==> config.mk <==
export PLATFORM = sky130hd
export DESIGN_NAME = dmem_stall_responder
export DESIGN_NICKNAME = d
export VERILOG_FILES = /design/src/rtl/dmem_pkg.sv /design/src/rtl/dmem_word_array.sv /design/src/rtl/dmem_stall_responder.sv
export SDC_FILE = /design/constraint.sdc
export NUM_CORES = 2
export LEC_CHECK = 0
export ABC_CLOCK_PERIOD_IN_PS = 3550
export CORE_AREA = 2 2 529 794
export DETAILED_ROUTE_END_ITERATION = 10
export DIE_AREA = 0 0 531 796
export PLACE_DENSITY = 0.38
export SETUP_SLACK_MARGIN = 0.02
export SLEW_MARGIN = 20
export SYNTH_ARGS = -nofsm -noshare
export SYNTH_HDL_FRONTEND = slang
export SYNTH_HIERARCHICAL = 1
export SYNTH_SLANG_ARGS = --single-unit
==> constraint.sdc <==
create_clock -name clk -period 3.55 [get_ports clk]
set_clock_uncertainty 0.05 [all_clocks]
set_input_delay 0.71 -clock clk [delete_from_list [all_inputs] [get_ports clk]]
set_output_delay 0.71 -clock clk [all_outputs]
set_load 0.05 [all_outputs]
==> src/rtl/dmem_pkg.sv <==
// rtl/dmem_pkg.sv - shared types and constants for the data-memory stall responder
package dmem_pkg;

    localparam int LAT_W  = 4;
    localparam int WORD_W = 32;

    typedef enum logic [1:0] {
        ST_IDLE = 2'd0,
        ST_WAIT = 2'd1,
        ST_RESP = 2'd2
    } dmem_state_t;

endpackage

==> src/rtl/dmem_word_array.sv <==
// rtl/dmem_word_array.sv - word storage: synchronous write, combinational read, async clear
module dmem_word_array
    import dmem_pkg::*;
#(
    parameter int ADDR_BITS = 6
) (
    input  logic                 clk,
    input  logic                 rst_n,
    input  logic                 we,
    input  logic [ADDR_BITS-1:0] addr,
    input  logic [WORD_W-1:0]    wdata,
    output logic [WORD_W-1:0]    rdata
);

    localparam int DEPTH = 2 ** ADDR_BITS;

    logic [WORD_W-1:0] mem_q [DEPTH];

    // Reset clears every word so a dropped or committed store never survives reset.
    always_ff @(posedge clk or negedge rst_n) begin
        if (!rst_n) begin
            for (int i = 0; i < DEPTH; i++) begin
                mem_q[i] <= '0;
            end
        end else if (we) begin
            mem_q[addr] <= wdata;
        end
    end

    assign rdata = mem_q[addr];

endmodule

==> src/rtl/dmem_stall_responder.sv <==
// rtl/dmem_stall_responder.sv - multi-cycle data-memory responder with pipeline stall
// Optional misalign error reporting is enabled by defining DMEM_MISALIGN_ERR_EN.
module dmem_stall_responder
    import dmem_pkg::*;
#(
    parameter int ADDR_BITS = 6,
    parameter int LAT       = 2
) (
    input  logic              clk,
    input  logic              reset,
    input  logic              req_valid,
    input  logic              req_write,
    input  logic [31:0]       req_addr,
    input  logic [WORD_W-1:0] req_wdata,
    output logic              stall,
    output logic              done,
    output logic [WORD_W-1:0] rdata,
    output logic              err
);

    dmem_state_t          state_q, state_d;
    logic [LAT_W-1:0]     cnt_q, cnt_d;
    logic                 wr_q, wr_d;
    logic [ADDR_BITS-1:0] addr_q, addr_d;
    logic [WORD_W-1:0]    wdata_q, wdata_d;
    logic                 mis_q, mis_d;
    logic                 done_q, done_d;
    logic                 err_q, err_d;
    logic [WORD_W-1:0]    rdata_q, rdata_d;

    logic                 mem_we;
    logic [WORD_W-1:0]    mem_rdata;
    logic                 req_mis;
    logic                 unused_addr_bits;

`ifdef DMEM_MISALIGN_ERR_EN
    assign req_mis = |req_addr[1:0];
`else
    assign req_mis = 1'b0;
`endif

    // Bits above the word index wrap; byte-lane bits only matter for the misalign check.
    assign unused_addr_bits = ^{req_addr[31:ADDR_BITS+2], req_addr[1:0]};

    always_comb begin
        state_d = state_q;
        cnt_d   = cnt_q;
        wr_d    = wr_q;
        addr_d  = addr_q;
        wdata_d = wdata_q;
        mis_d   = mis_q;
        done_d  = 1'b0;
        err_d   = 1'b0;
        rdata_d = rdata_q;
        mem_we  = 1'b0;

        unique case (state_q)
            ST_IDLE: begin
                if (req_valid) begin
                    wr_d    = req_write;
                    addr_d  = req_addr[ADDR_BITS+1:2];
                    wdata_d = req_wdata;
                    mis_d   = req_mis;
                    cnt_d   = LAT_W'(LAT - 1);
                    state_d = ST_WAIT;
                end
            end
            ST_WAIT: begin
                if (cnt_q == '0) begin
                    mem_we  = wr_q & ~mis_q;
                    if (!wr_q && !mis_q) begin
                        rdata_d = mem_rdata;
                    end
                    done_d  = 1'b1;
                    err_d   = mis_q;
                    state_d = ST_RESP;
                end else begin
                    cnt_d = cnt_q - 1'b1;
                end
            end
            ST_RESP: begin
                // The request still visible here is the retiring one; never re-accept it.
                state_d = ST_IDLE;
            end
            default: begin
                state_d = ST_IDLE;
            end
        endcase
    end

    always_ff @(posedge clk or negedge reset) begin
        if (!reset) begin
            state_q <= ST_IDLE;
            cnt_q   <= '0;
            wr_q    <= 1'b0;
            addr_q  <= '0;
            wdata_q <= '0;
            mis_q   <= 1'b0;
            done_q  <= 1'b0;
            err_q   <= 1'b0;
            rdata_q <= '0;
        end else begin
            state_q <= state_d;
            cnt_q   <= cnt_d;
            wr_q    <= wr_d;
            addr_q  <= addr_d;
            wdata_q <= wdata_d;
            mis_q   <= mis_d;
            done_q  <= done_d;
            err_q   <= err_d;
            rdata_q <= rdata_d;
        end
    end

    dmem_word_array #(
        .ADDR_BITS (ADDR_BITS)
    ) u_word_array (
        .clk   (clk),
        .rst_n (reset),
        .we    (mem_we),
        .addr  (addr_q),
        .wdata (wdata_q),
        .rdata (mem_rdata)
    );

    assign stall = req_valid & ~done_q;
    assign done  = done_q;
    assign rdata = rdata_q;
    assign err   = err_q;

endmodule

floorplan.png
The bar under the picture is 200 um long. Pins as bars on the die edge.
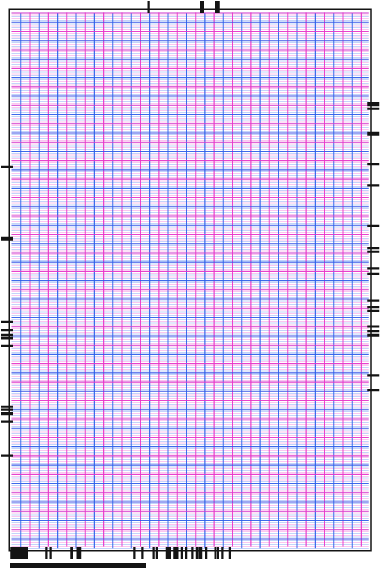
Key: magenta = VDD; blue = VSS
58 straps on met5. 291 met1 rails follow the rows. 38 straps on met4. 103 signal pins sit on the boundary. The core has 290 rows.

class_map.png
The bar under the picture is 200 um long.
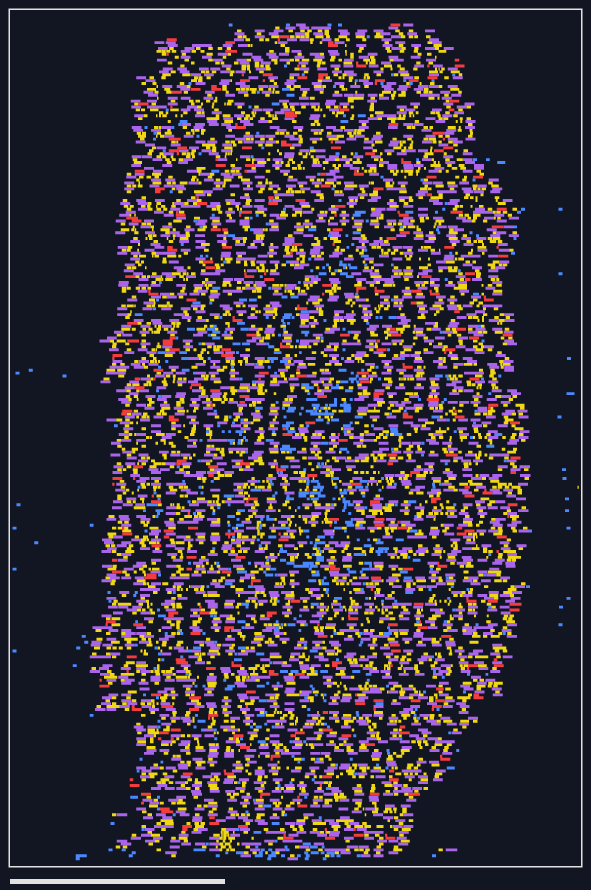
Key: blue = remaining buffers and delay cells [cells 748, share of their area 7.5%]; purple = registers [cells 2126, share of their area 49%]; red = clock drivers and dummy loads [cells 399, share of their area 6.7%]; yellow = remaining logic cells [cells 4107, share of their area 36%]

clock_wires.png
The bar under the picture is 200 um long.
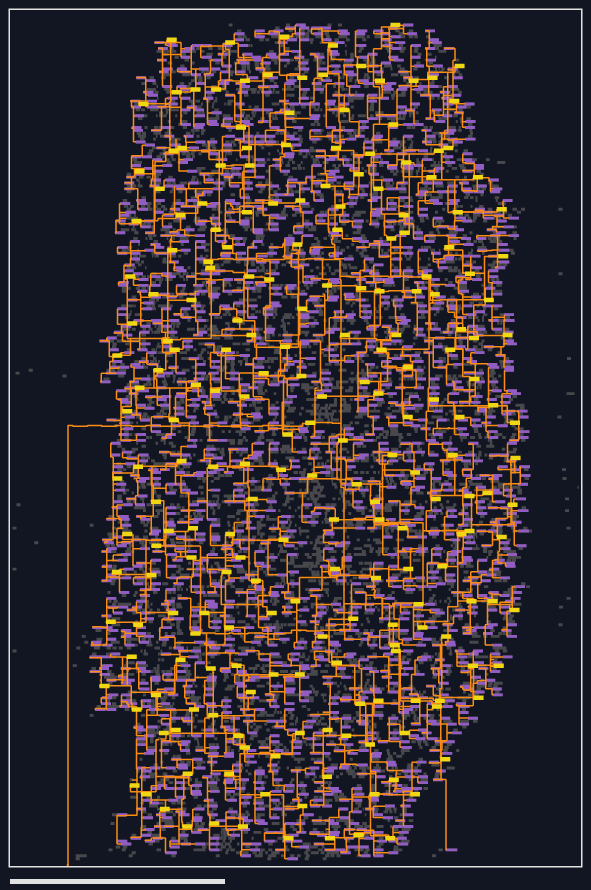
Key: purple = flip-flops [count 2126]; yellow = clock-net drivers [count 223]; orange = clock wires [length 32.3 mm]
There are 224 routed clock nets.
clock group power: 24.1 mW
Clock Latency Late Sink: 0.93 ns
clock power share: 27.2%

layers.png
Only two layers are drawn.
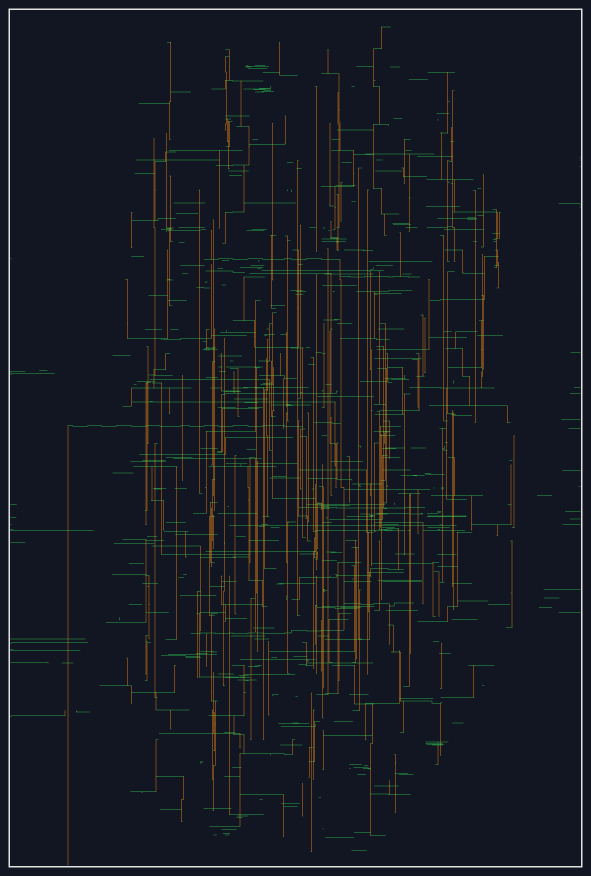
Key: green = M3 [wire length 12400 um]; orange = M4 [wire length 21.8 mm]

==> results.yml <==
# physical design summary
global_route:
  antenna_found_initial: 31
  grt_pass1_vias: 67900
  grt_overflow_total: 0
final_layout:
  largest_cell_class: "flip-flops and latches"
  flops: 2126
  nFillCells: 42300
  seq_area_um2: 53300
  inv_count: 5
  area_delta_synth_final_pct: 20.4
  nClkBuffers: 320
  diodes: 26
  nMultiInputCombCells: 4102
drt:
  drc_errors: 0
  vias: 63900
  drt-vias-per-instance: 4.93
  wl_um: 410000
  wire_per_inst_um: 31.7
  drt_iter0_drc: 4372
yosys:
  yosys.area_share.adder_pct: 0.0262
  ys.flop_type: "dfrtp_1"
  top_area_cell: "dfrtp_1"
  mux_share_pct: 28.2
  most_common_cell: "dfrtp_1"
  yosysWarnings: 6
  top_cells_by_count: "dfrtp_1, mux2_2, a22oi_1"
  ys_cells: 6998
  edf_count: 0
  synthCells: 6998
power:
  p_total_mw: 88.5
  leakage_nw: 53.1
  ir_drop_mv: 0.514
critical_path:
  r2r_cells: 11
  max_stage_delay_ns: 0.60
  reg2reg_slack_ns: 0.05
  critPathKind: "reg -> reg"
  r2r_end: "rdata[7]"
  critPathCaptureType: "register"
clock_tree:
  clock_path_buffers: 4
  root_buffer: "clkbuf_16"
die:
  fp_util_pct: 23.0
  ioPinCount: 103
  fp.dieH_um: 796
  rows: 290
placement:
  io_buffers: 75
  pre_cts_ws_ns: -0.324
timing:
  whs_ns: 0.271
  setup-tns-final_ns: 0
  fmax_ghz: 0.286
status:
  outcome: "complete, no violations"
==> cells in the final DEF, fill, tap and decap left out, drive strengths merged, types with 21 or more instances in the layout <==
cell / instances
mux4: 63
buf: 672
a211oi: 27
nand2b: 21
o22ai: 85
nand2: 114
o21ai: 152
a22o: 52
clkinv: 56
clkdlybuf4s50: 74
dfrtp: 2126
mux2i: 111
nor4: 21
o211ai: 21
mux2: 2153
diode: 26
nor2: 83
a22oi: 429
clkbuf: 321
a21oi: 269
a221oi: 273
nand3: 25
==> per-layer routing <==
layer  global-route usage (%)  vias up  part of all wire, %
met5                        0        -               0.0056
met2                     34.8     1440                   52
met3                     1.99      640                  3.0
met4                     8.64        4                  5.3
li1                         -    26600                    -
met1                     22.3    35100                   39
==> flip-flops by register name, indices dropped and copies added, names as in the netlist <==
signal and cells:
addr_q 6, cnt_q 4, done 1, rdata 32, state_q 2, u_word_array/mem_q 2048, wdata_q 32, wr_q 1
==> what timing repair did <==
action	CTS	global route
endpoints found under the hold margin	96	0
pin swaps	0	4
setup buffers	2	7
cloned	0	2
endpoints found under the setup margin	5	23
gates resized	7	4
hold buffers	1	0
==> worst min-delay path by stage <==
stage / startpoint / endpoint / slack (ns)
2_1_floorplan: reset / addr_q[0] / 0.36
3_3_place_gp: u_word_array/mem_q[1925] / u_word_array/mem_q[1925] / 0.42
3_5_place_dp: u_word_array/mem_q[1949] / u_word_array/mem_q[1949] / 0.43
4_1_cts: reset / u_word_array/mem_q[1064] / 0.21
5_1_grt: reset / u_word_array/mem_q[1064] / 0.28
6_report: reset / u_word_array/mem_q[1160] / 0.27
==> where the power goes <==
group          switching [mW]  internal [mW]
clock                    10.6           13.5
sequential               4.20           28.4
combinational            20.5           11.3
Power figures rest on the tool's default switching activity, not on a simulated workload.
